[src/rtl/pb_port_hub.sv]
// rtl/pb_port_hub.sv - registered kcpsm3 port hub: read mux, output latches, access pulses, sticky error
module pb_port_hub #(
  parameter int               WIDTH       = 8,
  parameter int               N_IN        = 4,
  parameter int               N_OUT       = 4,
  parameter logic [WIDTH-1:0] DEFAULT_VAL = '0
) (
  input  logic                   clk,
  input  logic                   reset_n,
  input  logic [7:0]             port_id,
  input  logic                   read_strobe,
  input  logic                   write_strobe,
  input  logic [WIDTH-1:0]       out_port,
  output logic [WIDTH-1:0]       in_port,
  input  logic [N_IN*WIDTH-1:0]  chan_in,
  output logic [N_IN-1:0]        rd_pulse,
  output logic [N_OUT*WIDTH-1:0] chan_out,
  output logic [N_OUT-1:0]       wr_pulse,
  output logic                   err,
  input  logic                   clr_err
);

  localparam int N_MAX = (N_IN > N_OUT) ? N_IN : N_OUT;
  localparam int SEL_W = $clog2(N_MAX);

  logic [SEL_W-1:0]            idx;
  logic                        rd_ok;
  logic                        wr_ok;
  logic [N_IN-1:0][WIDTH-1:0]  chan_q;
  logic [N_OUT-1:0][WIDTH-1:0] out_q;
  logic [WIDTH-1:0]            rd_data;
  logic [N_IN-1:0]             rd_dec;
  logic [N_OUT-1:0]            wr_dec;
  logic                        err_set;
  logic                        unused_port_bits;

  // Upper port_id bits are don't-care; the hub only decodes the low SEL_W bits.
  assign idx              = port_id[SEL_W-1:0];
  assign unused_port_bits = ^port_id[7:SEL_W];
  assign rd_ok            = (int'(idx) < N_IN);
  assign wr_ok            = (int'(idx) < N_OUT);
  assign chan_out         = out_q;

  always_comb begin
    rd_data = DEFAULT_VAL;
    rd_dec  = '0;
    wr_dec  = '0;
    for (int i = 0; i < N_IN; i++) begin
      if (idx == SEL_W'(i)) begin
        rd_data   = chan_q[i];
        rd_dec[i] = read_strobe;
      end
    end
    for (int k = 0; k < N_OUT; k++) begin
      if (idx == SEL_W'(k)) begin
        wr_dec[k] = write_strobe;
      end
    end
  end

  assign err_set = (read_strobe && !rd_ok) || (write_strobe && !wr_ok);

  always_ff @(posedge clk or negedge reset_n) begin
    if (!reset_n) begin
      in_port  <= DEFAULT_VAL;
      chan_q   <= '0;
      out_q    <= '0;
      rd_pulse <= '0;
      wr_pulse <= '0;
      err      <= 1'b0;
    end else begin
      chan_q   <= chan_in;
      in_port  <= rd_data;
      rd_pulse <= rd_dec;
      wr_pulse <= wr_dec;
      for (int k = 0; k < N_OUT; k++) begin
        if (wr_dec[k]) begin
          out_q[k] <= out_port;
        end
      end
      // A new error event in the same cycle as clr_err keeps the flag set.
      if (err_set) begin
        err <= 1'b1;
      end else if (clr_err) begin
        err <= 1'b0;
      end
    end
  end

endmodule
[config.mk]
export PLATFORM = sky130hd
export DESIGN_NAME = pb_port_hub
export DESIGN_NICKNAME = d
export VERILOG_FILES = /design/src/rtl/pb_port_hub.sv
export SDC_FILE = /design/constraint.sdc
export NUM_CORES = 1
export LEC_CHECK = 0
export CAP_MARGIN = 20
export CORE_MARGIN = 2
export CORE_UTILIZATION = 43
export DETAILED_ROUTE_END_ITERATION = 6
export GPL_TIMING_DRIVEN = 0
export PLACE_DENSITY_LB_ADDON = 0.3
export SLEW_MARGIN = 20
export SYNTH_ARGS = -nofsm -noshare
export SYNTH_HDL_FRONTEND = slang
export SYNTH_SLANG_ARGS = --single-unit
export TNS_END_PERCENT = 50
[constraint.sdc]
create_clock -name clk -period 1.3 [get_ports clk]
set_input_delay 0.26 -clock clk [delete_from_list [all_inputs] [get_ports clk]]
set_output_delay 0.26 -clock clk [all_outputs]
set_load 0.05 [all_outputs]
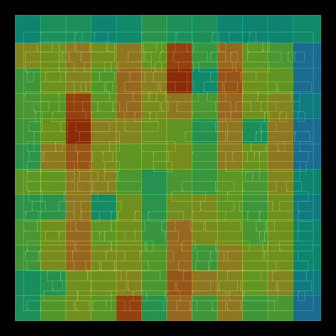
(run_1/congestion.png)
most crowded layer after global routing: met2
GRT met3 Usage: 4.25%
global-route met1 utilization: 18.5%
average routed wire per standard cell: 15.7 um

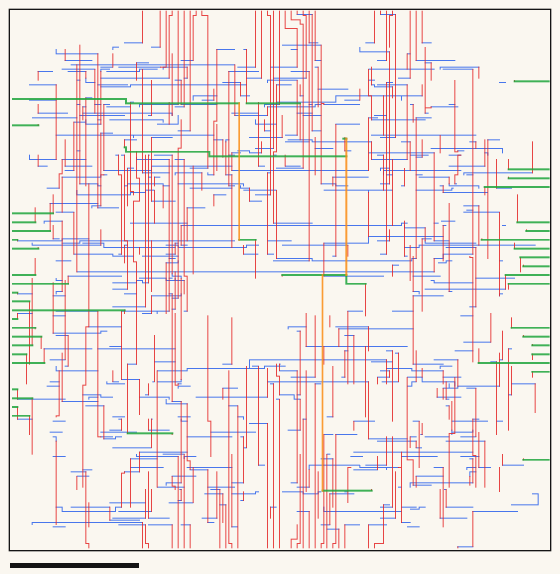
(run_1/wires.png)
Bar = 20 um.
colour	layer	wire length
red	metal 2	2,750 um
blue	metal 1	1,970 um
orange	metal 4	75.5 um
green	metal 3	297 um

==> notes.md, run 1 <==
yosys + openroad results -> IO Count=102, critical path arrival=1.04 ns, worst min-delay path endpoint=in_port[5], setup violation total in the final timing report=0, number of hold-slack violations in the final timing report=0, biggest area consumer among synthesized cells=sky130_fd_sc_hd__dfrtp_1, data required time at the worst endpoint=1.04 ns, #FFs+latches synth=80, share of total power in sequential cells=42.3%, post-route insts no fill=323, final routed DRC violation total=0, Clock Power Share=34.5%, Area contributors post-synth=sky130_fd_sc_hd__dfrtp_1 (74%), sky130_fd_sc_hd__mux2_2 (13%), sky130_fd_sc_hd__mux4_1 (7.7%), sky130_fd_sc_hd__buf_6 (0.83%), sky130_fd_sc_hd__nand3b_2 (0.83%), area of the mapped netlist=2720 um^2, net count entering floorplan=192, power dissipated by switching net loads=2.04 mW, number of instances on the worst hold path=2, Area growth syn-to-layout=41.0%, fa+ha+maj area frac=0%, non-clock buffer count in the final layout=99, launch instance of the worst register-to-register path=chan_q[23], number of antenna diodes=0, total of max-cap violations=0, post-route total power=6.76 mW, insertion delay at the late pin of the worst-skew pair=0.34 ns, Root Buffer=sky130_fd_sc_hd__clkbuf_8, maximum number of pins on one net before global-route repair=45, total overflow reported by the global router=0, antenna-violating nets left=0, switch share=30.2%, result of the run=complete, no violations, Synth cell types=16, final design instance area without fill=3830 um^2, Hold Path Class=input port to register, Max Clock Skew=0.00512 ns, sequential cell power=2.86 mW, share of the synthesized netlist area taken by xor and xnor gates=0%, width of the die=83.5 um, post-synthesis cell count from yosys=139, Layout clock area frac=6.80%, TritonRoute pass-1 iters=4, Final non-clock buffer share=21.3%, family with the most delay on the worst path=flip-flops, Inst Count DP=306
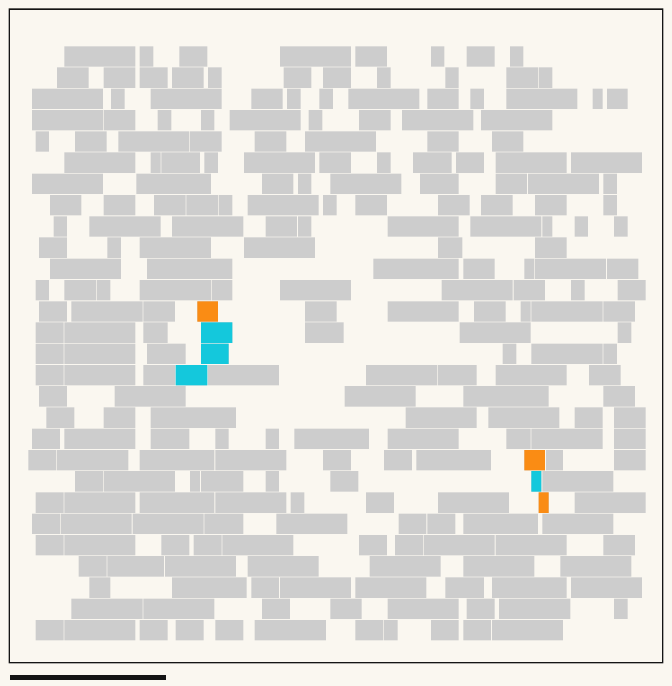
(run_1/logic_types.png)
Bar = 20 um.
colour	family	cells
orange	NOR gates	3
cyan	NAND gates	4

[run 1: per-layer routing]
layer / wire length [um] / vias to the layer above / GRT usage (%)
li1: - / 692 / -
met1: 1970 / 762 / 18.5
met2: 2750 / 51 / 27.1
met3: 297 / 7 / 4.25
met4: 75 / 0 / 8.50
met5: 0 / - / 0
[run 1: worst max-delay path by stage]
stage / endpoint / slack [ns] / cells past startpoint
2_1_floorplan: chan_out[0] / 0.12 / 4
3_3_place_gp: chan_out[17] / -2.69 / 1
3_5_place_dp: chan_out[1] / -0.43 / 4
4_1_cts: chan_out[6] / -0.04 / 1
5_1_grt: rd_pulse[3] / -0.04 / 1
6_report: rd_pulse[3] / 0.0003 / 1
[run 1: state kept, by name, summed over array words and instances, names as in the netlist]
register,count
chan_out,32
chan_q,32
in_port,8
rd_pulse,4
wr_pulse,4
[run 1: what timing repair did]
item                       in CTS  in global routing
gates cloned                    0                  0
gates resized                 201                 20
pin swaps                       0                  0
hold endpoints to repair       36                  0
setup endpoints to repair      56                 20
hold buffers                    1                  0
[run 1: synthesized netlist by cell type]
cell type,count
sky130_fd_sc_hd__and3_1,1
sky130_fd_sc_hd__and3b_1,1
sky130_fd_sc_hd__buf_2,1
sky130_fd_sc_hd__buf_4,2
sky130_fd_sc_hd__buf_6,2
sky130_fd_sc_hd__buf_8,1
sky130_fd_sc_hd__conb_1,1
sky130_fd_sc_hd__dfrtp_1,80
sky130_fd_sc_hd__inv_1,3
sky130_fd_sc_hd__mux2_2,32
sky130_fd_sc_hd__mux4_1,8
sky130_fd_sc_hd__nand2_1,1
sky130_fd_sc_hd__nand3_2,1
sky130_fd_sc_hd__nand3b_2,2
sky130_fd_sc_hd__nor2_1,1
sky130_fd_sc_hd__nor3b_1,2
==> run_1/cell_density.png <==
8 x 8 tiles, from dark blue (low) to red (high), 0 to 100% covered.
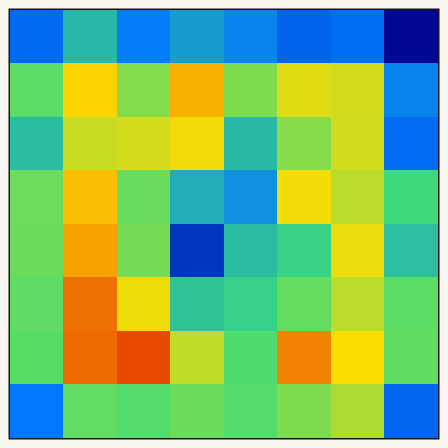

## Run 2: what changed since run 1
Settings changed: CORE_MARGIN 2 to 4.
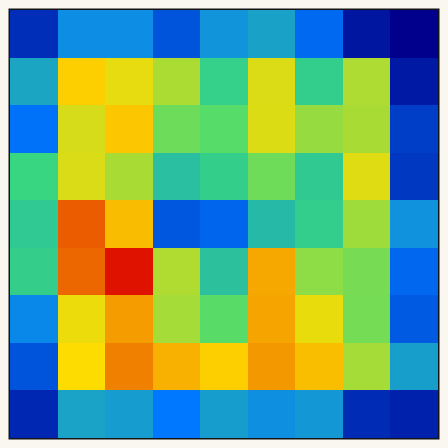
(run_2/cell_density.png)
9 x 9 tiles, from dark blue (low) to red (high), 0 to 100% covered.
densest ninth of the die	west
nearly empty tiles	1.2%
tiles over 75% full	17%
mean over tiles	49%
Floorplan Utilization: 45.1%
post-layout utilization of the core: 63.4%

==> run 2 against run 1 <==
- fmax is essentially flat
- area after synthesis unchanged
- total power decreased by 2.6%
- clock power is 8% lower
- register-to-register slack gained 0.03 ns
- synthesized cell count stayed put
- cell count stayed put
- setup slack is essentially flat
- combinational power barely moved
- die area increased by 9.8%
==> notes.md, run 2 <==
yosys + openroad results -> result of the run=complete, no violations, average routed wire per standard cell=16.0 um, power dissipated by switching net loads=2.06 mW, ranking of synthesized cells by instance count=sky130_fd_sc_hd__dfrtp_1 (80), sky130_fd_sc_hd__mux2_2 (32), sky130_fd_sc_hd__mux4_1 (8), antenna-violating nets left=0, Area growth syn-to-layout=40.6%, family with the most delay on the worst path=flip-flops, share of the synthesized netlist area taken by xor and xnor gates=0%, #FFs+latches synth=80, Final non-clock buffer share=21.6%, number of cells on the critical path=1, total overflow reported by the global router=0, IO Count=102, Clock Power Share=32.6%, post-synthesis cell count from yosys=139, non-clock buffer count in the final layout=99, data required time at the worst endpoint=1.04 ns, final routed DRC violation total=0, maximum number of pins on one net before global-route repair=50, critical path arrival=1.04 ns, fa+ha+maj area frac=0%, Layout clock area frac=6.36%, share of total power in sequential cells=43.4%, Max Clock Skew=0.0108 ns, biggest area consumer among synthesized cells=sky130_fd_sc_hd__dfrtp_1, switch share=31.3%, net count entering floorplan=192, number of antenna diodes=0, sequential cell power=2.86 mW, total of max-cap violations=0, global-route met1 utilization=17.5%, area of the mapped netlist=2720 um^2, TritonRoute pass-1 iters=4, GR met2 Demand/Resource=25.0%
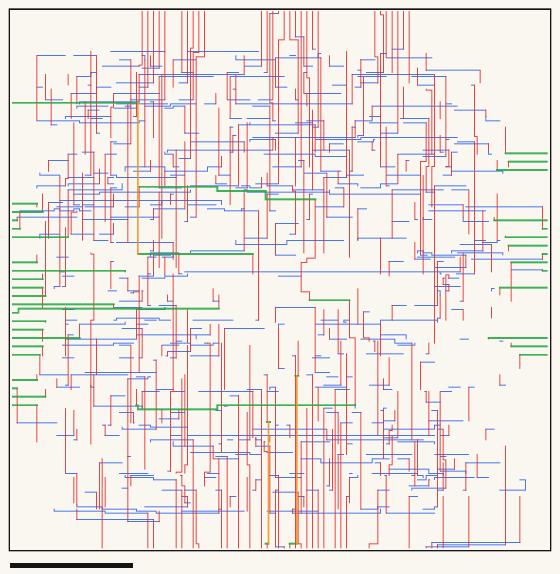
(run_2/wires.png)
Bar = 20 um.
colour	layer	wire length
green	metal 3	343 um
orange	metal 4	71.4 um
blue	metal 1	1,950 um
red	metal 2	2,790 um

-- run 2: cell count changes in the layout (fill, tap and decap cells not counted) --
cell                         previous run  this run
sky130_fd_sc_hd__buf_16                 0         1
sky130_fd_sc_hd__bufinv_16              4         3
sky130_fd_sc_hd__buf_12                 1         0
sky130_fd_sc_hd__clkinvlp_4             0         2
sky130_fd_sc_hd__clkinv_2               0         1
sky130_fd_sc_hd__clkbuf_1               2         0
sky130_fd_sc_hd__inv_6                  0         1
sky130_fd_sc_hd__clkinv_4               1         0
-- run 2: what timing repair did --
item                                    4_1_cts  5_1_grt
endpoints found under the setup margin       56       20
resized                                     201       20
hold endpoints to repair                     31        0
hold buffers                                  1        0
-- run 2: how the worst min path moves through the flow --
stage | startpoint | endpoint | slack, ns | cells after the start
2_1_floorplan | reset_n | chan_out[0] | -0.04 | 0
3_3_place_gp | chan_out[10] | chan_out[10] | 0.49 | 1
3_5_place_dp | reset_n | chan_q[4] | 0.23 | 1
4_1_cts | port_id[1] | in_port[7] | 0.18 | 2
5_1_grt | port_id[1] | in_port[7] | 0.18 | 2
6_report | port_id[1] | in_port[7] | 0.19 | 2
-- run 2: metrics by stage --
stage	cell area [um^2]	setup slack (ns)	TNS (ns)	power [mW]	cells
floorplan	2720	0.117	0	3.98	139
global placement	3720	-2.71	-230.17	4.68	305
detailed placement	3740	-0.419	-14.26	4.72	306
CTS	3880	-0.0289	-0.283	6.70	323
global route	3820	-0.0406	-0.326	6.87	323
finish	3820	0.0000211	0	6.58	323
-- run 2: routing by layer --
layer,share of wire [%],up-vias
met5,0,-
met4,1.4,0
met3,6.6,6
met2,54,47
met1,38,763
li1,-,703
==> run_2/congestion.png <==
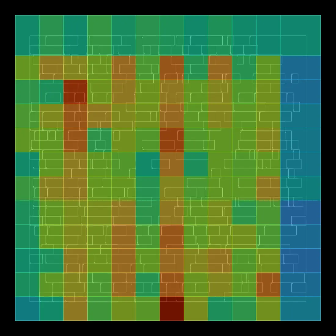

## Run 3: what changed since run 2
Settings changed: CAP_MARGIN 20 to 30, CORE_UTILIZATION 43 to 30.
Clock period 1.3 ns to 1.5 ns, I/O delays scaled along.
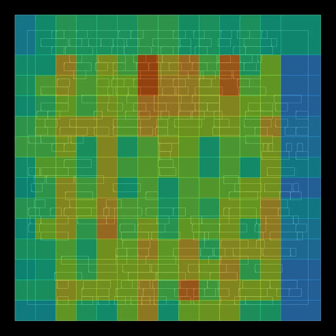
(run_3/congestion.png)
global-route total usage across every layer: 11.6%
GR met2 Demand/Resource: 18.5%
average routed wire per standard cell: 16.2 um

==> run 3 against run 2 <==
- final area rose by 4.5%
- sequential power fell by 13%
- wire length rose by 12%
- non-clock buffer count rose by 1
- highest routed layer unchanged
- clock power fell by 35%
- via count rose by 2.4%
- first-iteration DRC count fell by 44%
- combinational power fell by 6%
- largest power group unchanged
- area after synthesis did not move
- clock skew fell by 0.0027 ns
- global-route usage fell by 3.4 points
==> notes.md, run 3 <==
yosys + openroad results -> data required time at the worst endpoint=1.20 ns, Hold Path Class=input port to register, worst min-delay path endpoint=in_port[5], Root Buffer=sky130_fd_sc_hd__clkbuf_8, DRT met1 WL=2340 um, Detail Route met2 WL=3040 um, #FFs+latches synth=80, Clock Power Share=25.9%, result of the run=complete, no violations, hold path startpoint=port_id[1], Synth cell types=16, critical path arrival=1.14 ns, Area growth syn-to-layout=46.9%, final routed DRC violation total=0, final design instance area without fill=3990 um^2, launch instance of the worst register-to-register path=chan_q[15], post-layout utilization of the core=45.5%, post-route insts no fill=357, top routing layer in use=met4, number of hold-slack violations in the final timing report=0, post-route total power=5.36 mW, insertion delay at the late pin of the worst-skew pair=0.34 ns, GRT met3 Usage=2.84%, Area contributors post-synth=sky130_fd_sc_hd__dfrtp_1 (74%), sky130_fd_sc_hd__mux2_2 (13%), sky130_fd_sc_hd__mux4_1 (7.7%), sky130_fd_sc_hd__buf_6 (0.83%), sky130_fd_sc_hd__nand3b_2 (0.83%), number of instances on the worst hold path=2, IO Count=102, most crowded layer after global routing=met2, wire length on met3=269 um, fraction of synthesis flops using an asynchronous set or reset pin=100%, total of max-cap violations=0, Setup WS post-layout=0.0583 ns, Post-Route Setup TNS=0 ns, worst slack, placed=-0.331 ns, width of the die=103 um, Placed Area=3790 um^2, Max Clock Skew=0.00814 ns, power dissipated by switching net loads=1.80 mW, global-route met1 utilization=14.4%, ranking of synthesized cells by instance count=sky130_fd_sc_hd__dfrtp_1 (80), sky130_fd_sc_hd__mux2_2 (32), sky130_fd_sc_hd__mux4_1 (8), maximum number of pins on one net before global-route repair=48, Inst Count DP=339, family with the most delay on the worst path=buffers and inverters, switch share=33.5%, most common flop cell mapped by yosys=sky130_fd_sc_hd__dfrtp_1, net count entering floorplan=192, antenna-violating nets left=0, post-synthesis cell count from yosys=139, Floorplan Utilization=31.0%
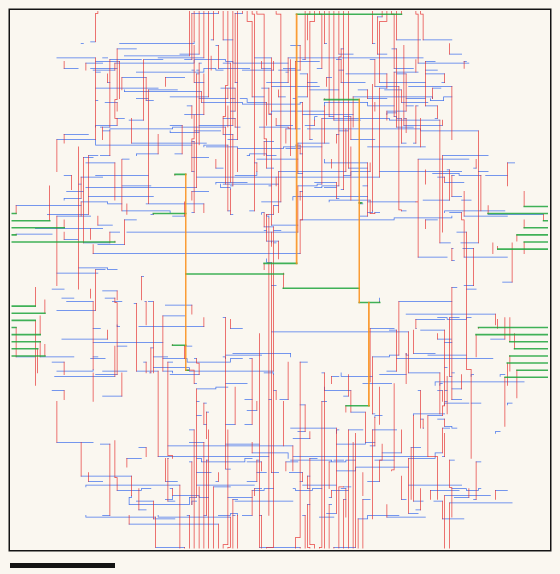
(run_3/wires.png)
Bar = 20 um.
colour	layer	wire length
red	metal 2	3,040 um
blue	metal 1	2,340 um
orange	metal 4	144 um
green	metal 3	270 um

-- run 3: cell count changes in the layout (fill, tap and decap cells not counted), moves of 3 or more --
cell	delta
sky130_fd_sc_hd__buf_2	-37
sky130_fd_sc_hd__clkdlybuf4s15_2	+28
sky130_fd_sc_hd__clkbuf_2	+9
sky130_fd_sc_hd__bufinv_16	-3
-- run 3: worst max-delay path by stage --
stage	from	end	slack, ns	cells after the start
4_1_cts	rd_pulse[3]	rd_pulse[3]	0.001	1
3_3_place_gp	reset_n	wr_pulse[3]	-2.61	1
2_1_floorplan	port_id[0]	chan_out[0]	0.28	4
3_5_place_dp	write_strobe	chan_out[2]	-0.33	4
5_1_grt	rd_pulse[2]	rd_pulse[2]	0.01	1
6_report	rd_pulse[2]	rd_pulse[2]	0.06	1
-- run 3: area by class of cell --
cell class / count / area share, %
Inverter: 3 / 0.282
Clock inverter: 5 / 0.816
Buffer: 6 / 1.44
Tap cell: 108 / 3.39
Sequential cell: 80 / 50.2
Multi-Input combinational cell: 50 / 16.4
Clock buffer: 11 / 3.54
Timing Repair Buffer: 94 / 23.9
-- run 3: power groups by stage --
stage | sequential [mW] | clock [mW] | combinational, mW
after floorplan | 3.22 | 0 | 0.232
after detailed placement | 2.53 | 0 | 1.57
final | 2.49 | 1.39 | 1.49
after global placement | 2.53 | 0 | 1.55
after global routing | 2.51 | 1.54 | 1.56
after CTS | 2.49 | 1.46 | 1.51
-- run 3: repair_timing --
item	CTS	global route
endpoints found under the setup margin	48	15
hold buffers	1	0
gates resized	133	13
cloned	0	1
endpoints found under the hold margin	33	0
-- run 3: cells by family (layout without fill, tap and decap cells) --
group,Yosys count,after routing,synth area share [%]
buffers and inverters,9,119,2.53
flip-flops,80,80,73.7
multiplexers,40,40,21.0
other,1,1,0.138
AND/OR/NAND/NOR,9,9,2.58

==> layout pictures side by side <==
Clock wires, drivers and flops.
panel A
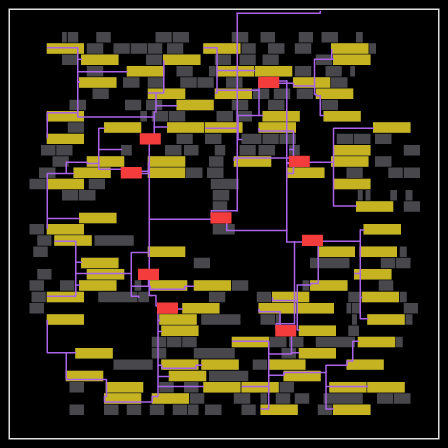
panel B
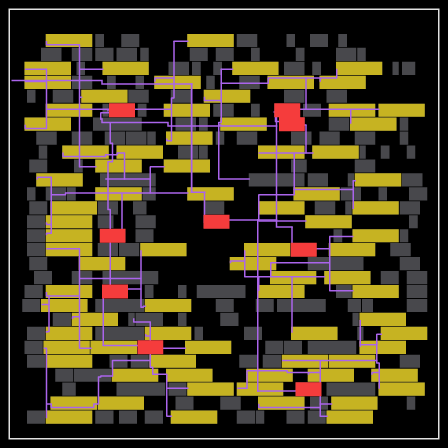
Panel B is run 1.
Panel A is run 3.

Power figures rest on the tool's default switching activity, not on a simulated workload.
